==> src/rtl/arb2_rr.sv <==
// Two-requester round-robin arbiter with registered, mutually exclusive grants.
// Optional per-holder grant timeout is built when ARB2_TIMEOUT_EN is defined.
module arb2_rr #(
    parameter int unsigned TIMEOUT = 8
) (
    input  logic clk,
    input  logic rst,
    input  logic req0,
    input  logic req1,
    output logic gnt0,
    output logic gnt1,
    output logic busy
);

    typedef enum logic [1:0] {
        IDLE = 2'd0,
        G0   = 2'd1,
        G1   = 2'd2
    } state_t;

    state_t state;
    state_t state_nxt;
    logic   ptr;        // 0: req0 wins the next tie, 1: req1 wins
    logic   ptr_nxt;
    logic   timeout_hit;

    if (TIMEOUT < 2 || TIMEOUT > 255) begin : g_timeout_range
        $error("arb2_rr: TIMEOUT must be in 2..255");
    end

`ifdef ARB2_TIMEOUT_EN
    localparam int unsigned CNT_W = 8;

    logic [CNT_W-1:0] hold_cnt;
    logic [CNT_W-1:0] hold_cnt_nxt;

    assign timeout_hit = (hold_cnt == CNT_W'(TIMEOUT - 1));

    // Cycles spent by the current holder; clears on any grant change, saturates at the limit.
    always_comb begin
        hold_cnt_nxt = hold_cnt;
        if (state_nxt != state) begin
            hold_cnt_nxt = '0;
        end else if (state != IDLE && !timeout_hit) begin
            hold_cnt_nxt = hold_cnt + CNT_W'(1);
        end
    end

    always_ff @(posedge clk) begin
        if (rst) begin
            hold_cnt <= '0;
        end else begin
            hold_cnt <= hold_cnt_nxt;
        end
    end
`else
    assign timeout_hit = 1'b0;
`endif

    // Next-state and tie pointer update.
    always_comb begin
        state_nxt = state;
        ptr_nxt   = ptr;
        case (state)
            IDLE: begin
                if (req0 && (!req1 || !ptr)) begin
                    state_nxt = G0;
                end else if (req1) begin
                    state_nxt = G1;
                end
            end
            G0: begin
                if (!req0) begin
                    state_nxt = req1 ? G1 : IDLE;
                end else if (timeout_hit && req1) begin
                    state_nxt = G1;
                end
            end
            G1: begin
                if (!req1) begin
                    state_nxt = req0 ? G0 : IDLE;
                end else if (timeout_hit && req0) begin
                    state_nxt = G0;
                end
            end
            default: state_nxt = IDLE;
        endcase

        // A fresh grant hands the next tie to the other requester.
        if (state_nxt == G0 && state != G0) begin
            ptr_nxt = 1'b1;
        end else if (state_nxt == G1 && state != G1) begin
            ptr_nxt = 1'b0;
        end
    end

    always_ff @(posedge clk) begin
        if (rst) begin
            state <= IDLE;
            ptr   <= 1'b0;
        end else begin
            state <= state_nxt;
            ptr   <= ptr_nxt;
        end
    end

    assign gnt0 = (state == G0);
    assign gnt1 = (state == G1);
    assign busy = gnt0 | gnt1;

endmodule

==> config.mk <==
export PLATFORM = sky130hd
export DESIGN_NAME = arb2_rr
export DESIGN_NICKNAME = d
export VERILOG_FILES = /design/src/rtl/arb2_rr.sv
export SDC_FILE = /design/constraint.sdc
export NUM_CORES = 1
export LEC_CHECK = 0
export ABC_AREA = 1
export CAP_MARGIN = 15
export CORE_AREA = 2 2 39 41
export DETAILED_ROUTE_END_ITERATION = 6
export DIE_AREA = 0 0 41 43
export GPL_TIMING_DRIVEN = 0
export PLACE_DENSITY = 0.41
export SLEW_MARGIN = 10
export SYNTH_ARGS = -nofsm -noshare
export SYNTH_HDL_FRONTEND = slang
export SYNTH_SLANG_ARGS = --single-unit
==> constraint.sdc <==
create_clock -name clk -period 1.55 [get_ports clk]
set_clock_uncertainty 0.15 [all_clocks]
set_input_delay 0.31 -clock clk [delete_from_list [all_inputs] [get_ports clk]]
set_output_delay 0.31 -clock clk [all_outputs]
set_load 0.005 [all_outputs]
Run 1, clock nets:
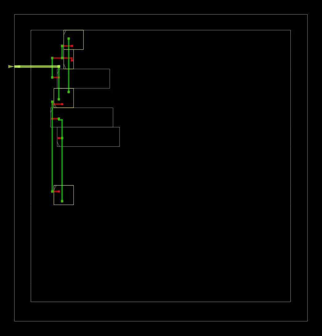
Late-Pin Clk Latency: 0.23 ns
clk sinks: 3
TritonCTS Buffers: 3
FF+latch count: 3
P_clk: 0.000133 W

Run 1, clock wires, drivers and flops:
Drawn at 8 px/um.
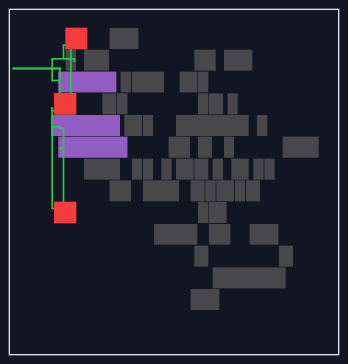
Key: purple = flip-flops [count 3]; red = clock drivers [count 3]; green = clock wires [length 56.3 um]
There are 4 routed clock nets.
Clock power frac: 30.3%

==> flow_summary.ini, run 1 <==
; flow metrics
[hold_path]
holdPathStages = 3
hold_path_startpoint = ptr

[clock_network]
cts_hold_buffers = 0
cts_tree = yes
cts_buffer_depth = 2

[yosys]
synthTopLogicFamily = simple AND/OR/NAND/NOR gates
synthesis.area_um2 = 282
ys.warnings.count = 0
xor_area_share_pct = 0
ys_sh_mux_pct = 0
synth_top_area_share_pct = 22.2
syn_inst = 41
aoi_share_pct = 7.11
async_reset_ff_share_pct = 0
area_leaders = ha_1 (22%), dfxtp_1 (21%), nand2_1 (13%), nand3_1 (11%), inv_1 (5.3%)
ys_seq_share_pct = 21.3

[power]
power_switching_w = 0.000152
power_w = 0.000438
p_sw_share_pct = 34.7

[worst_setup_path]
crit_path_start_kind = flip-flop
crit_cells = 3
critPathSlowestCell = dfxtp_4
critPathCaptureType = output port
cp.arrival_ns = 1.02
path_delay_family = flip-flops

[routing]
top_layer = met3
viasPerCell = 4.20
dr.first_iter.drc_count = 4
dr_wl_met2_um = 318
drc_errors = 0

[layout]
fin_nets = 64
final_util_pct = 32.4
nonClkBufAreaFrac_pct = 17.9
largest-register = state
buffers = 9
drive_gt1_share_pct = 40.7
clock_buffers = 4

[sta]
hold-worst-slack_ns = 0.399
period_minus_slack_ns = 1.48

[floorplanning]
fp_util_pct = 20.3
die-area_um2 = 1760
taps = 16
core_area_um2 = 1380

[placement]
dp_slack_ns = -0.217
dp_hpwl_um = 467

[global_route]
grt-busiest-layer = met2
grt_pass1_vias = 301
grt_use_met1_pct = 13.4
grt_max_degree = 5
gr-total-overflow = 0

[status]
status = complete, no violations
Run 1, wiring heat map:
Drawn at 8 px/um. The die is cut into 8 by 9 equal tiles; black is low, pale yellow is high, scaled to the fullest tile. Values are wire area over tile area, all layers added.
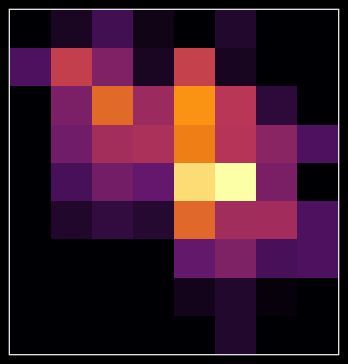
11% of the tiles are over half the peak. The mean over all tiles is 0.054. The densest ninth of the die: centre.
GRT Util Overall: 10.6%
DR vias: 294
Routed WL: 619 um

Run 1, sizing map:
Drawn at 12 px/um.
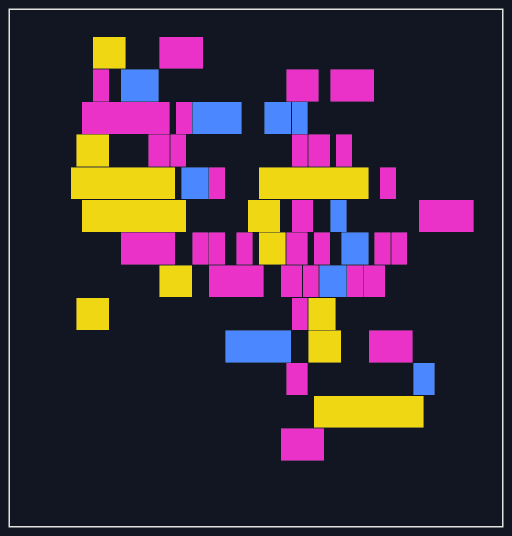

==> run 1 -> run 2 <==
--- a/config.mk
+++ b/config.mk
@@ -12,6 +12,8 @@
 export DIE_AREA = 0 0 41 43
 export GPL_TIMING_DRIVEN = 0
 export PLACE_DENSITY = 0.41
+export REMOVE_ABC_BUFFERS = 1
+export SKIP_CTS_REPAIR_TIMING = 1
 export SLEW_MARGIN = 10
 export SYNTH_ARGS = -nofsm -noshare
 export SYNTH_HDL_FRONTEND = slang
Run 2, sizing map:
Drawn at 12 px/um.
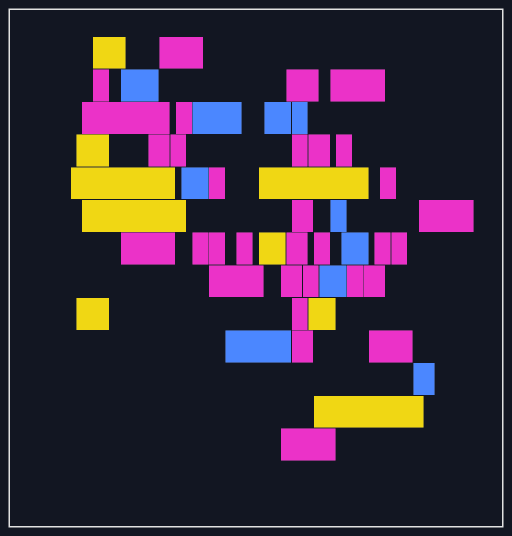
Key: magenta = _0 and _1 cells [cells 32, share 63%]; blue = _2 cells [cells 10, share 20%]; yellow = _3 and _4 cells [cells 9, share 18%]
Area Overhead vs Synth: 52.9%
Non-clk bufs: 6
final instance area: 430 um^2
worst setup margin: 0.0801 ns

==> run 2 against run 1 <==
Net effect: maximum frequency increased by 0.96%; sequential cell count unchanged; largest cell class unchanged; sequential power about the same; setup slack improved by 0.014 ns; routed wire length decreased by 3.4%; first-iteration DRC count increased by 25%; utilization decreased by 1.3 points; largest power group unchanged.
==> flow_summary.ini, run 2 <==
; flow metrics
[sta]
hold-worst-slack_ns = 0.399
finalMaxSlewViolations = 0
period_minus_slack_ns = 1.47

[clock_network]
cts_buffer_depth = 2
insertion_delay_ns = 0.23
cts_tree = yes
cts.sinks = 3

[floorplanning]
ioPinCount = 7
taps = 16
die-area_um2 = 1760
fp_util_pct = 20.3
core_area_um2 = 1380

[yosys]
simple_gate_area_share_pct = 40.0
ys_sh_mux_pct = 0
aoi_share_pct = 7.11
syn_inst = 41
flop_cell = dfxtp_1
async_reset_ff_share_pct = 0
synthTopLogicFamily = simple AND/OR/NAND/NOR gates
xor_area_share_pct = 0
ys_seq_share_pct = 21.3
synthDistinctLibCells = 13
synth_top_area_share_pct = 22.2
area_leaders = ha_1 (22%), dfxtp_1 (21%), nand2_1 (13%), nand3_1 (11%), inv_1 (5.3%)
synthesis.area_um2 = 282
ys.warnings.count = 0

[worst_setup_path]
critPathSlowestCell = dfxtp_4
crit_path_start_kind = flip-flop
critPathCaptureType = output port
crit_cells = 3
worstReg2RegStart = state[1]
path_delay_family = flip-flops

[routing]
top_layer = met3
dr_wl_met2_um = 307
dr.first_iter.drc_count = 5
drt_wl_total_um = 598
drc_errors = 0
ant_nets = 0
viasPerCell = 4.21
dr_total_vias = 282

[global_route]
grt_use_met1_pct = 11.8
grt_pass1_vias = 269
gr-total-overflow = 0
grt_max_degree = 7
grt-busiest-layer = met2
grt_use_total_pct = 9.52

[hold_path]
hold_path_startpoint = ptr
holdPathStages = 3

[layout]
drive_gt1_share_pct = 37.3
flops = 3
fin_nets = 61
nonClkBufAreaFrac_pct = 14.5
final_util_pct = 31.1
area_dominant_class = multi-input combinational cells
largest-register = state

[placement]
dp_hpwl_um = 467

[power]
powerClk_w = 0.000133
p_sw_share_pct = 35.2
power_switching_w = 0.000149
power_w = 0.000423

[status]
status = complete, no violations
Power figures rest on the tool's default switching activity, not on a simulated workload.
